--- src/rtl/hazard_pkg.sv ---
// rtl/hazard_pkg.sv - shared FSM encoding, parameter defaults/limits and width helper
// Contents:
//   hazard_state_e   stall FSM state encoding
//   *_DEF/_MIN/_MAX  parameter defaults and legal ranges
//   cnt_width()      counter width able to hold max_val without wrapping
package hazard_pkg;

  typedef enum logic [1:0] {
    ST_IDLE       = 2'd0,
    ST_LOAD_STALL = 2'd1,
    ST_MDU_STALL  = 2'd2
  } hazard_state_e;

  localparam int REG_W_DEF               = 5;
  localparam int LOAD_STALL_CYCLES_DEF   = 1;
  localparam int LOAD_STALL_CYCLES_MIN   = 1;
  localparam int LOAD_STALL_CYCLES_MAX   = 4;
  localparam int MDU_LATENCY_DEF         = 4;
  localparam int MDU_LATENCY_MIN         = 1;
  localparam int MDU_LATENCY_MAX         = 32;
  localparam int BRANCH_FLUSH_CYCLES_DEF = 1;
  localparam int BRANCH_FLUSH_CYCLES_MIN = 1;
  localparam int BRANCH_FLUSH_CYCLES_MAX = 2;
  localparam int PERF_W_DEF              = 16;

  // A counter whose maximum is 0 still needs one bit to exist.
  function automatic int cnt_width(input int max_val);
    return (max_val < 1) ? 1 : $clog2(max_val + 1);
  endfunction

endpackage

--- src/rtl/hazard_down_counter.sv ---
// rtl/hazard_down_counter.sv - loadable down counter that stops at zero
// Ports:
//   clk, reset        clock, asynchronous active-low reset
//   load_i/load_val_i load count (wins over decrement)
//   dec_i             decrement by one, never below zero
//   count_o, zero_o   current count and count==0 flag
module hazard_down_counter #(
  parameter int W = 1
) (
  input  logic         clk,
  input  logic         reset,
  input  logic         load_i,
  input  logic [W-1:0] load_val_i,
  input  logic         dec_i,
  output logic [W-1:0] count_o,
  output logic         zero_o
);

  logic [W-1:0] cnt_q;
  logic [W-1:0] cnt_d;

  always_comb begin
    cnt_d = cnt_q;
    if (load_i) begin
      cnt_d = load_val_i;
    end else if (dec_i && (cnt_q != '0)) begin
      cnt_d = cnt_q - W'(1);
    end
  end

  always_ff @(posedge clk or negedge reset) begin
    if (!reset) begin
      cnt_q <= '0;
    end else begin
      cnt_q <= cnt_d;
    end
  end

  assign count_o = cnt_q;
  assign zero_o  = (cnt_q == '0);

endmodule

--- src/rtl/hazard_stall_controller.sv ---
// rtl/hazard_stall_controller.sv - load-use/MDU stall FSM, jump/branch flush and stall counter
// Ports:
//   clk, reset                 clock, asynchronous active-low reset
//   mem_read_IDEX_i/reg_rt_IDEX_i   load in ID/EX and its destination
//   reg_rs/rt_IFID_i, uses_rs/rt_IFID_i  IF/ID sources and whether they are read
//   is_jump_i, is_jr_i, branch_taken_i   control-transfer requests
//   mdu_start_i, mdu_read_IFID_i         mult/div issue and HI/LO read in IF/ID
//   PC_write_o, IFID_write_o   1 = write; 0 while stalled
//   ctl_flush_o                0 = bubble into ID/EX control
//   IFID_flush_o, IDEX_flush_o 0 = flush that pipeline register
//   mdu_busy_o                 MDU result pending
//   stall_cycles_o             saturating stalled-cycle count
module hazard_stall_controller
  import hazard_pkg::*;
#(
  parameter int REG_W               = REG_W_DEF,
  parameter int LOAD_STALL_CYCLES   = LOAD_STALL_CYCLES_DEF,
  parameter int MDU_LATENCY         = MDU_LATENCY_DEF,
  parameter int BRANCH_FLUSH_CYCLES = BRANCH_FLUSH_CYCLES_DEF,
  parameter int PERF_W              = PERF_W_DEF
) (
  input  logic              clk,
  input  logic              reset,
  input  logic              mem_read_IDEX_i,
  input  logic [REG_W-1:0]  reg_rt_IDEX_i,
  input  logic [REG_W-1:0]  reg_rs_IFID_i,
  input  logic [REG_W-1:0]  reg_rt_IFID_i,
  input  logic              uses_rs_IFID_i,
  input  logic              uses_rt_IFID_i,
  input  logic              is_jump_i,
  input  logic              is_jr_i,
  input  logic              branch_taken_i,
  input  logic              mdu_start_i,
  input  logic              mdu_read_IFID_i,
  output logic              PC_write_o,
  output logic              IFID_write_o,
  output logic              ctl_flush_o,
  output logic              IFID_flush_o,
  output logic              IDEX_flush_o,
  output logic              mdu_busy_o,
  output logic [PERF_W-1:0] stall_cycles_o
);

  localparam int LS_W  = cnt_width(LOAD_STALL_CYCLES - 1);
  localparam int MDU_W = cnt_width(MDU_LATENCY);
  localparam int FL_W  = cnt_width(BRANCH_FLUSH_CYCLES - 1);

  hazard_state_e state_q;
  hazard_state_e state_d;
  logic [PERF_W-1:0] stall_cycles_q;
  logic [PERF_W-1:0] stall_cycles_d;

  logic             load_hazard;
  logic             mdu_hazard;
  logic             stall_raw;
  logic             stall;
  logic             ls_load;
  logic             ls_dec;
  logic [LS_W-1:0]  ls_count;
  logic             ls_zero;
  logic [MDU_W-1:0] mdu_count;
  logic             mdu_zero;
  logic             mdu_busy;
  logic             fl_load;
  logic             fl_dec;
  logic [FL_W-1:0]  fl_count;
  logic             fl_zero;
  logic             jump_flush;
  logic             branch_flush;
  logic             unused_cnt_bits;

  assign load_hazard = mem_read_IDEX_i && (reg_rt_IDEX_i != '0) &&
                       ((uses_rs_IFID_i && (reg_rs_IFID_i == reg_rt_IDEX_i)) ||
                        (uses_rt_IFID_i && (reg_rt_IFID_i == reg_rt_IDEX_i)));
  assign mdu_busy    = !mdu_zero;
  assign mdu_hazard  = mdu_busy && mdu_read_IFID_i;

  // Stall FSM next state. The hazard cycle itself stalls combinationally in
  // IDLE; the LOAD_STALL state only covers the extra cycles beyond the first.
  always_comb begin
    state_d   = state_q;
    stall_raw = 1'b0;
    ls_load   = 1'b0;
    ls_dec    = 1'b0;
    case (state_q)
      ST_IDLE: begin
        if (load_hazard) begin
          stall_raw = 1'b1;
          if (LOAD_STALL_CYCLES > 1) begin
            ls_load = 1'b1;
            state_d = ST_LOAD_STALL;
          end
        end else if (mdu_hazard) begin
          stall_raw = 1'b1;
          state_d   = ST_MDU_STALL;
        end
      end
      ST_LOAD_STALL: begin
        stall_raw = 1'b1;
        ls_dec    = 1'b1;
        // Leave on the edge where the counter reaches zero.
        if (ls_zero || (ls_count == LS_W'(1))) begin
          state_d = ST_IDLE;
        end
      end
      ST_MDU_STALL: begin
        // Release in the first cycle the MDU is no longer busy.
        if (mdu_busy) begin
          stall_raw = 1'b1;
        end else begin
          state_d = ST_IDLE;
        end
      end
      default: state_d = ST_IDLE;
    endcase
  end

  // Reset forces every control output to its idle value even while hazard
  // inputs are present.
  assign stall = stall_raw && reset;

  // Flushes are suppressed while stalled; a held jr/branch is re-presented
  // from the frozen IF/ID register once the stall releases.
  assign fl_load      = branch_taken_i && !stall && (BRANCH_FLUSH_CYCLES > 1);
  assign fl_dec       = !stall;
  assign jump_flush   = reset && !stall && (is_jump_i || is_jr_i);
  assign branch_flush = reset && !stall && (branch_taken_i || !fl_zero);

  always_comb begin
    stall_cycles_d = stall_cycles_q;
    if (stall && (stall_cycles_q != {PERF_W{1'b1}})) begin
      stall_cycles_d = stall_cycles_q + PERF_W'(1);
    end
  end

  always_ff @(posedge clk or negedge reset) begin
    if (!reset) begin
      state_q        <= ST_IDLE;
      stall_cycles_q <= '0;
    end else begin
      state_q        <= state_d;
      stall_cycles_q <= stall_cycles_d;
    end
  end

  hazard_down_counter #(.W(LS_W)) u_load_cnt (
    .clk        (clk),
    .reset      (reset),
    .load_i     (ls_load),
    .load_val_i (LS_W'(LOAD_STALL_CYCLES - 1)),
    .dec_i      (ls_dec),
    .count_o    (ls_count),
    .zero_o     (ls_zero)
  );

  // A new start while busy reloads the full latency.
  hazard_down_counter #(.W(MDU_W)) u_mdu_cnt (
    .clk        (clk),
    .reset      (reset),
    .load_i     (mdu_start_i),
    .load_val_i (MDU_W'(MDU_LATENCY)),
    .dec_i      (1'b1),
    .count_o    (mdu_count),
    .zero_o     (mdu_zero)
  );

  // Holds the branch-flush cycles still owed after the first one.
  hazard_down_counter #(.W(FL_W)) u_flush_cnt (
    .clk        (clk),
    .reset      (reset),
    .load_i     (fl_load),
    .load_val_i (FL_W'(BRANCH_FLUSH_CYCLES - 1)),
    .dec_i      (fl_dec),
    .count_o    (fl_count),
    .zero_o     (fl_zero)
  );

  assign unused_cnt_bits = ^{mdu_count, fl_count};

  assign PC_write_o     = !stall;
  assign IFID_write_o   = !stall;
  assign ctl_flush_o    = !stall;
  assign IFID_flush_o   = !(jump_flush || branch_flush);
  assign IDEX_flush_o   = !jump_flush;
  assign mdu_busy_o     = mdu_busy;
  assign stall_cycles_o = stall_cycles_q;

endmodule

--- config.mk ---
export PLATFORM = sky130hd
export DESIGN_NAME = hazard_stall_controller
export DESIGN_NICKNAME = d
export VERILOG_FILES = /design/src/rtl/hazard_pkg.sv /design/src/rtl/hazard_down_counter.sv /design/src/rtl/hazard_stall_controller.sv
export SDC_FILE = /design/constraint.sdc
export NUM_CORES = 1
export LEC_CHECK = 0
export ABC_AREA = 1
export CORE_ASPECT_RATIO = 0.7
export CORE_MARGIN = 2
export CORE_UTILIZATION = 45
export CTS_CLUSTER_SIZE = 20
export DETAILED_ROUTE_END_ITERATION = 8
export PLACE_DENSITY = 0.77
export SLEW_MARGIN = 5
export SYNTH_ARGS = -nofsm -noshare
export SYNTH_HDL_FRONTEND = slang
export SYNTH_SLANG_ARGS = --single-unit
--- constraint.sdc ---
create_clock -name clk -period 3.8 [get_ports clk]
set_input_delay 0.76 -clock clk [delete_from_list [all_inputs] [get_ports clk]]
set_output_delay 0.76 -clock clk [all_outputs]
set_load 0.02 [all_outputs]
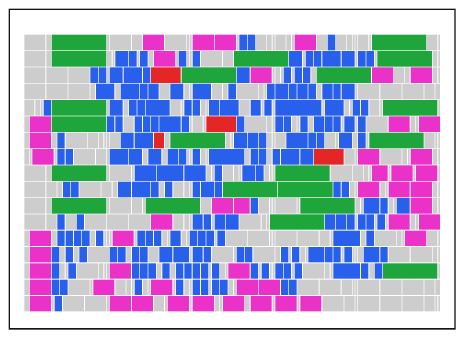
Figure 1: run 1, placed cells, one color a class.
Drawn at 6 px/um. Fill, decap, tap and diode cells in gray.
legend:
  blue:
    class: combinational and other logic
    cells: 194
    share_of_their_area: 48%
  green:
    class: sequential cells
    cells: 21
    share_of_their_area: 26%
  red:
    class: clock drivers and dummy loads
    cells: 4
    share_of_their_area: 2.3%
  magenta:
    class: remaining buffers and delay cells
    cells: 48
    share_of_their_area: 24%

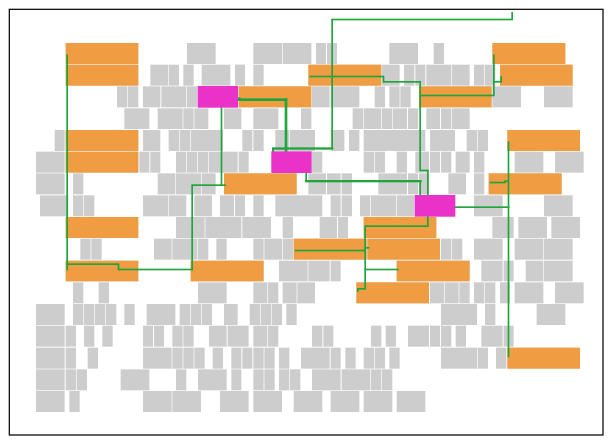
Figure 2: run 1, clock wires, drivers and flops.
Drawn at 8 px/um.
legend:
  magenta:
    item: clock drivers
    count: 3
  green:
    item: clock wires
    length: 279 um
  orange:
    item: flip-flops
    count: 21
routed clock nets: 4

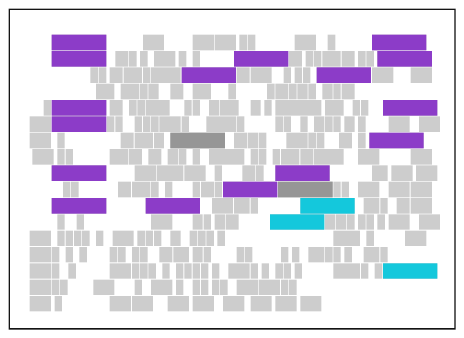
Figure 3: run 1, sequential cells colored by netlist name.
Drawn at 6 px/um.
legend:
  purple:
    netlist_name: stall_cycles_o
    flops: 16
  cyan:
    netlist_name: u_mdu_cnt.count_o
    flops: 3

==> run notes, run 1 <==
Implementation numbers.

- The buffer type at the clock tree root is clkbuf_8.
- Of all cell types, the one taking the most synthesized area is dfrtp_1.
- The wire length on met2 is around 1.5 mm.
- Entering global routing, the biggest net connects 36 pins.
- The clock net sink count is 21.
- The source-to-sink clock delay at the later pin of the worst-skew pair is around 270 ps.
- For met2 alone, demand over resource in global routing was 32.3%.
- Traced cell by cell, the critical path runs through clkdlybuf4s50_1 -> inv_1 -> nand2_1 -> nand2_1 -> nor2_1 -> nand3_1 -> nand2_1 -> nand2_1 -> nand2_2 -> nor2_1 -> o31ai_1 -> clkdlybuf4s50_1.
- Summing the areas of all fa, ha and maj instances in the mapped netlist gives under 10% of the synthesized area.
- Of the total power, the share spent switching nets is 39.5%.
- The count of buffering cells on the critical path with inverters included is 3.
- Setup repair after global routing left no endpoint under its margin.
- The startpoint of the worst setup timing path is reg_rt_IDEX_i[4].
- The cell class with the largest area share is multi-input combinational cells.
- The overall global routing resource usage is around a fifth.
- The power report attributes to the combinational group a share of ~45%.
- The area of placed instances is roughly 2000 um^2.
- The x dimension of the die is about 74 um.
- The highest cell delay on the worst timing path is between 600 and 700 ps.
- The detailed-placement wirelength estimate is 2.75 mm.
- The via count of the first global-routing pass is about 1400.
- Setup slack on the worst path after placement came out at 392 ps.
- The library cells used most frequently in the layout, excluding fill and tap cells, are nand2_1, clkdlybuf4s50_1, inv_1.
- Of the available clock period, the critical path in the final layout requires between 80% and 90%.
- Gates resized during post-CTS repair numbered 0.
- Across the VDD grid, the largest voltage drop is around 240 uV.
- The final wirelength is approximately 3.5 mm.
- The length of routed wiring on met1 is 1.84 mm.
- The vertical die dimension is around 53 um.
- The number of vias after detailed routing is 1507.
- The via density per instance is 4.80.
- Among the non-sequential cells, simple AND/OR/NAND/NOR gates take the most area.
- Setup slack closes at around 400 ps.
- The number of fill cells is 289.
- The number of maximum-capacitance violations is 0.
- Once the floorplan was initialized, standard cells occupied around 48% of the core.
- Looking at the post-CTS report, the setup buffer insertion count equals 0.
- The top metal layer carrying routed signals is met4.
- The finished layout reports a core utilization of approximately 64%.
- The wire length on met3 is between 150 and 200 um.
- The number of synthesis warnings is 0.
- The data required time at the worst endpoint is between 3000 and 4000 ps.
- Of the total power, the clock network draws 17.8%.
- The number of sequential storage elements is 21.
- In the final timing run, aggregate negative setup slack is 0 ps.
- The logic share of the area is around two fifths.
- The synthesized netlist occupies a cell area of 1550 um^2.
- The worst hold path class is reg2reg.
- The number of nets in the layout is 296.
- The number of inverters outside the clock class in the layout is 32.
- Along the worst path, the maximum fanout reaches 3.
- The async set or reset register ratio after synthesis is 100%.
- The clock buffer count is 3.
- The startpoint of the worst-slack reg-to-reg timing path is u_mdu_cnt.count_o[0].
- The total area of sequential cells is 526 um^2.
- The worst hold slack is approximately 460 ps.
- The mean post-synth cell area is approximately 6.9 um^2.
- The number of synthesized flops with an enable pin is 0.
- The final count of pins violating max slew is 0.
- Data arrives at the worst endpoint at 2640 ps.
- Looking at the cell usage after synthesis, the top flip-flop cell is dfrtp_1.
- TritonCTS built the clock tree.
- The startpoint class of the critical path is an input pin.
- The run finished with clean final reports.
- nand2_1 is the most common cell in the netlist.
- No sink is reached through more buffers than the 2 on the longest clock path.
- Per the final layout report, the fraction of cells sized above drive strength 1 comes to 6.37%.
- The number of antenna diodes in the final layout is 0.
- The synthesized netlist has a Yosys-reported chip area of about 1500 um^2.
==> inputs of run 2 (changes only) <==
Settings changed: PLACE_DENSITY 0.77 to not set, PLACE_DENSITY_LB_ADDON set to 0.2.
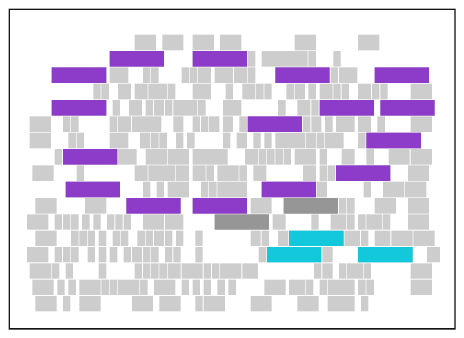
Figure 4: run 2, sequential cells colored by netlist name.
Drawn at 6 px/um.
legend:
  purple:
    netlist_name: stall_cycles_o
    flops: 16
  cyan:
    netlist_name: u_mdu_cnt.count_o
    flops: 3

==> run notes, run 2 <==
Implementation numbers.

- The antenna diode instance count is 0 (unchanged).
- The pre-placement core utilization is 48.1% (unchanged).
- The worst-case setup margin in the final layout was 408 ps (was 400 ps).
- The number of synthesis warnings came to 0 (unchanged).
- The overall global routing resource usage was 19.4% (was 20.8%).
- The buffer type at the clock tree root is clkbuf_8 (unchanged).
- The worst hold slack came to 465 ps (was 459 ps).
- The worst ir drop on vdd is 290 uV (was 244 uV).
- The number of synthesized flops with an enable pin is 0 (unchanged).
- The startpoint of the worst setup timing path was reg_rt_IDEX_i[1] (was reg_rt_IDEX_i[4]).
- The met2 usage was 30.2% (was 32.3%).
- The critical path's top delay family is buffers and inverters (unchanged).
- The top metal layer carrying routed signals is met4 (unchanged).
- The highest cell delay on the worst timing path is 640 ps (about the same).
- The share of the cycle needed by the critical path after routing is 89.3% (was 89.5%).
- The total of cells resized after clock tree synthesis is 0 (unchanged).
- The via count of the first global-routing pass came to 1336 (was 1442).
- The fraction of layout instances using a drive strength above 1 is 6.72% (was 6.37%).
- The clock net sink count is 21 (unchanged).
- The largest non-sequential cell family by area is simple AND/OR/NAND/NOR gates (unchanged).
- Status: finished clean (unchanged).
- The total setup buffers inserted after CTS was 0 (unchanged).
- The startpoint of the worst-slack reg-to-reg timing path is u_mdu_cnt.count_o[0] (unchanged).
- The largest net degree at the start of global routing is 30 (was 36).
- The final count of pins violating max slew is 0 (unchanged).
- The part of the power in the clock network is 18.4% (was 17.8%).
- The data arrival time at the worst-slack endpoint was 2630 ps (was 2640 ps).
- The x dimension of the die is 74.0 um (unchanged).
- The proportion of power drawn by combinational gates is 44.3% (was 44.5%).
- Cell Chain, Critical Path: clkdlybuf4s50_1 -> inv_2 -> nand2_1 -> nand2_1 -> nor2_1 -> nand3_1 -> nand2_1 -> nand2_1 -> nand2_2 -> nor2_1 -> o31ai_1 -> clkdlybuf4s50_1 (was clkdlybuf4s50_1 -> inv_1 -> nand2_1 -> nand2_1 -> nor2_1 -> nand3_1 -> nand2_1 -> nand2_1 -> nand2_2 -> nor2_1 -> o31ai_1 -> clkdlybuf4s50_1).
- The post-synthesis sequential area ratio is 34.0% (unchanged).
- The DRC violation count after routing is 0 (unchanged).
- The final wirelength was 3.48 mm (was 3.54 mm).
- The most numerous cell in the Yosys netlist is nand2_1 (unchanged).
- The length of routed wiring on met1 came to 1.75 mm (was 1.84 mm).
- The post-route core utilization is 64.5% (was 64.3%).
- The met1 capacity usage during global routing is 26.8% (was 28.8%).
- The cell class with the largest area share is multi-input combinational cells (unchanged).
- The kind of critical path is in2out (unchanged).
- The number of fill cells is 291 (was 289).
- The total clock network power is 0.153 mW (was 0.146 mW).
- Most frequent logic cells in the routed design: nand2_1, clkdlybuf4s50_1, inv_1 (unchanged).
- The chip area from the yosys synthesis statistics came to 1550 um^2 (unchanged).
- The dominant synthesized flop cell is dfrtp_1 (unchanged).
- The pre-CTS setup slack came to 406 ps (was 392 ps).
- The number of cells traversed by the worst hold path is 1 (unchanged).
- The total negative slack is 0 ps (unchanged).
- The wire length on met2 is 1.42 mm (was 1.49 mm).
- The source-to-sink clock delay at the later pin of the worst-skew pair is 270 ps (about the same).
- The number of nets in the layout came to 297 (was 296).
- The wire length on met3 came to 244 um (was 196 um).
- The startpoint class of the critical path is an input pin (unchanged).
- The via density per instance was 4.81 (was 4.80).
- The number of maximum-capacitance violations is 0 (unchanged).
- The worst hold path class was reg2reg (unchanged).
- The hold violation count in the final report is 0 (unchanged).
- The net switching power is 0.329 mW (was 0.324 mW).
- The total area of sequential cells is 526 um^2 (unchanged).
- The detailed-placement wirelength estimate is 2.71 mm (was 2.75 mm).
- The area of the die is 3930 um^2 (unchanged).
- The post-synthesis adder-cell area fraction is 2.43% (unchanged).
- The area of placed instances is 2030 um^2 (was 2020 um^2).
- The final weighted congestion in routability-driven placement is 0.890 (was 0.852).
- The count of buffering cells on the critical path with inverters included is 3 (unchanged).
- The number of sequential storage elements is 21 (unchanged).
- The data required time at the worst endpoint is 3040 ps (about the same).
- The logic share of the area is 40.5% (was 40.6%).
- The proportion of total power due to net switching is 39.7% (was 39.5%).
- The mean post-synth cell area is 6.93 um^2 (unchanged).
- The deepest clock path buffer count is 2 (unchanged).
- The total standard cell area after synthesis is 1550 um^2 (unchanged).
- The vertical die dimension is 53.0 um (unchanged).
- The number of inverters outside the clock class in the layout is 32 (unchanged).
- The minimum clock period is 3390 ps (was 3400 ps).
Power figures rest on the tool's default switching activity, not on a simulated workload.
